==> images/registers.png <==
Other sequential cells in the stronger grey, the rest of the logic in the fainter grey.
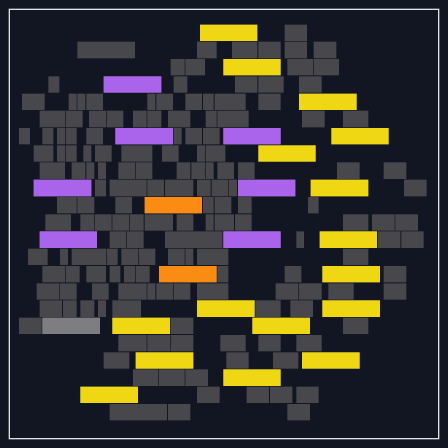
==> images/clock_map.png <==
Scale bar: 20 um.
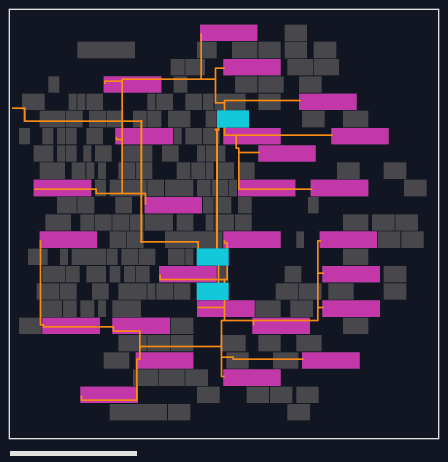
==> images/wire_density.png <==
14 x 14 tiles, from dark blue (low) to red (high), scaled to the fullest tile. Values are wire area over tile area, all layers added.
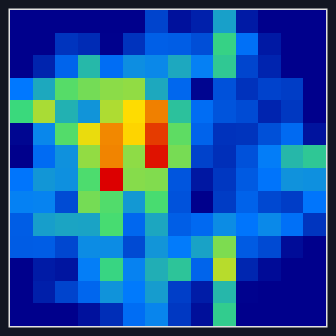
$ cat config.mk
export PLATFORM = sky130hd
export DESIGN_NAME = node_sequencer
export DESIGN_NICKNAME = d
export VERILOG_FILES = /design/src/rtl/node_sequencer.sv
export SDC_FILE = /design/constraint.sdc
export NUM_CORES = 1
export LEC_CHECK = 0
export CAP_MARGIN = 0
export CORE_UTILIZATION = 30
export DETAILED_ROUTE_END_ITERATION = 12
export HOLD_SLACK_MARGIN = 0.12
export PLACE_DENSITY = 0.68
export RECOVER_POWER = 25
export SYNTH_ARGS = -nofsm -noshare
export SYNTH_HDL_FRONTEND = slang
export SYNTH_SLANG_ARGS = --single-unit
$ cat constraint.sdc
create_clock -name clk -period 1.99 [get_ports clk]
set_input_delay 0.398 -clock clk [delete_from_list [all_inputs] [get_ports clk]]
set_output_delay 0.398 -clock clk [all_outputs]
set_load 0.02 [all_outputs]
$ cat src/rtl/node_sequencer.sv
// node_sequencer: runs one CLEAR/ACCUM/CAPTURE inner-product pass per input frame
// and holds each result in a valid/ready slice. Define NODE_SEQ_PERF_EN for frame_cnt.
//   state   | meaning
//   IDLE    | waiting for in_valid, node accumulator held
//   CLEAR   | node accumulator cleared, first product loaded
//   ACCUM   | IMAGE_SIZE accumulate cycles (cnt 1..IMAGE_SIZE)
//   CAPTURE | result loaded into slice and frame acked; stalls while slice is full
module node_sequencer #(
  parameter int IMAGE_SIZE = 64,
  parameter int CNT_W      = 7,
  parameter int DATA_W     = 16
) (
  input  logic              clk,
  input  logic              n_rst,
  input  logic              in_valid,
  output logic              in_ack,
  output logic              start,
  output logic              reset_acc,
  output logic [CNT_W-1:0]  cnt_val,
  input  logic [DATA_W-1:0] node_out,
  output logic              out_valid,
  input  logic              out_ready,
  output logic [DATA_W-1:0] out_data,
  output logic              busy
`ifdef NODE_SEQ_PERF_EN
  ,
  output logic [15:0]       frame_cnt
`endif
);

  typedef enum logic [1:0] {IDLE, CLEAR, ACCUM, CAPTURE} state_t;

  localparam logic [CNT_W-1:0] LAST = CNT_W'(IMAGE_SIZE);

  state_t           state;
  logic [CNT_W-1:0] cnt;
  logic             take;

  // The slice can accept a new result if it is empty or being drained this cycle.
  assign take      = (state == CAPTURE) && (!out_valid || out_ready);
  assign in_ack    = take;
  assign start     = (state != ACCUM);
  assign reset_acc = (state == CLEAR);
  assign cnt_val   = (state == ACCUM && cnt != LAST) ? cnt : '0;
  assign busy      = (state != IDLE);

  always_ff @(posedge clk or negedge n_rst) begin
    if (!n_rst) begin
      state     <= IDLE;
      cnt       <= '0;
      out_valid <= 1'b0;
      out_data  <= '0;
    end else begin
      if (out_valid && out_ready)
        out_valid <= 1'b0;
      case (state)
        IDLE: begin
          if (in_valid)
            state <= CLEAR;
        end
        CLEAR: begin
          cnt   <= CNT_W'(1);
          state <= ACCUM;
        end
        ACCUM: begin
          if (cnt == LAST) begin
            cnt   <= '0;
            state <= CAPTURE;
          end else begin
            cnt <= cnt + CNT_W'(1);
          end
        end
        CAPTURE: begin
          if (take) begin
            out_data  <= node_out;
            out_valid <= 1'b1;
            state     <= IDLE;
          end
        end
        default: state <= IDLE;
      endcase
    end
  end

`ifdef NODE_SEQ_PERF_EN
  always_ff @(posedge clk or negedge n_rst) begin
    if (!n_rst)
      frame_cnt <= '0;
    else if (take && frame_cnt != 16'hFFFF)
      frame_cnt <= frame_cnt + 16'd1;
  end
`endif

endmodule
==> metrics.yaml <==
htreeDepth: 1
syn_area_um2: 1290
numClockSinks: 26
drt_iter0_markers: 35
met3_usage_pct: 2.53
buffer_ports.inserted: 47
power.static_leakage_nw: 1.01
routabilityCongestion: 0.853
dp_hpwl_um: 2530
die_w_um: 67.5
path_cells: "inv_2, ha_4, or4b_4, o21a_4, and2_4, buf_6"
antenna_found_initial: 0
fp-row-count: 23
setup_violations: 3
cp-start-kind: "flop"
vias_per_cell: 4.89
nNetsFinal: 215
ff_type: "dfrtp_1"
synth_flops: 26
async_flop_share_pct: 100
clock_skew_ns: 0.00435
use_met2_pct: 28.5
status: "finished, violations left"
wl_um: 3610
synthCells: 111
max_freq_mhz: 443
violations: "setup timing"
setup_ws_ns: -0.266
cts_tree: "done"
num_vias: 1160
tool_warnings: 33
finalClockPeriodUsage_pct: 113
dieArea_um2: 4560
p_per_area_nw_per_um2: 443
synth_area_leader_cell: "dfrtp_1"
core_um2: 4060
p_sw_share_pct: 20.5
startpoint: "cnt[0]"
power_frac_seq_pct: 56.7
cts_resized: 34
stdcell_area_um2: 2100
maxPowerGroup: "sequential cells"
crit_cells: 6
overflow: 0
dr.pass1.iters: 4
groute.layer.met1.usage_pct: 22.2
worst_hold_slack_ns: 0.512
Notes on registers.png above:
Purple stands for cnt, sequential cells 7. Yellow stands for out_data, sequential cells 16. Orange stands for state, sequential cells 2.
Another 1 sequential cells are not coloured.
Flop area: 651 um2
Seq. pwr: 0.528 mW
sequential share of cell area: 31.0%
Final Util: 51.8%

Notes on clock_map.png above:
Orange stands for clock wires, length 362 um. Magenta stands for flip-flops, count 26. Cyan stands for cells driving clock nets, count 3.
There are 4 routed clock nets. Position of the flops: all over the die.
clk latency late pin: 0.27 ns
clock network power share: 37.8%
Clk. pwr: 0.352 mW

Notes on wire_density.png above:
20% of the tiles are nearly empty. The densest ninth of the die: centre. 15% of the tiles are over half the peak. The mean over all tiles is 0.12. The emptiest ninth of the die: upper right.

[stage by stage]
| stage | cells | total power, mW |
|---|---|---|
| floorplan | 111 | 0.540 |
| global placement | 229 | 0.590 |
| detailed placement | 229 | 0.592 |
| CTS | 237 | 0.943 |
| global route | 237 | 0.966 |
| finish | 237 | 0.931 |
[state kept, by name, indices dropped and copies added, names as in the netlist]
| register | flops |
|---|---|
| out_data | 16 |
| cnt | 7 |
| state | 2 |
| out_valid | 1 |
[how the worst min path moves through the flow]
stage	start	endpoint	slack (ns)	depth (start not counted)
after floorplan	n_rst	cnt[0]	0.10	0
after global placement	out_data[8]	out_data[8]	0.49	1
after detailed placement	out_data[3]	out_data[3]	0.49	1
after CTS	n_rst	cnt[1]	0.51	2
after global routing	out_data[8]	out_data[8]	0.53	1
final	out_data[8]	out_data[8]	0.51	1
[synthesized netlist by cell type, types with 2 or more instances]
cell / count
and2_1: 4
dfrtp_1: 26
clkbuf_1: 2
mux2_2: 16
a22o_1: 2
a22oi_1: 2
nand2b_1: 4
o21ai_0: 6
nor2_1: 6
nor2b_1: 2
nand3_1: 3
inv_1: 8
ha_1: 7
o211ai_1: 2
nand2_1: 4
[layer usage]
layer  vias to the layer above  share of wire (%)
met1                       579                 45
met5                         -                  0
met2                        32                 50
met3                         6                3.7
li1                        543                  -
met4                         0                1.6
[cell families after synthesis]
| kind of cell | share of synthesized area (%) |
|---|---|
| muxes | 14.8 |
| DFF | 50.5 |
| AOI/OAI and AO/OA | 10.8 |
| buffers and inverters | 3.30 |
| and+or+nand+nor | 13.8 |
| adders and majority gates | 6.80 |
[final cells by class]
class,instances,area [um2],share of cell area (%)
inverter,8,30.0,1.43
timing repair buffer,75,662,31.5
tap,50,62.6,2.98
sequential,26,651,31.0
multi-input combinational,74,642,30.5
clock buffer,4,55.1,2.62
Power figures rest on the tool's default switching activity, not on a simulated workload.
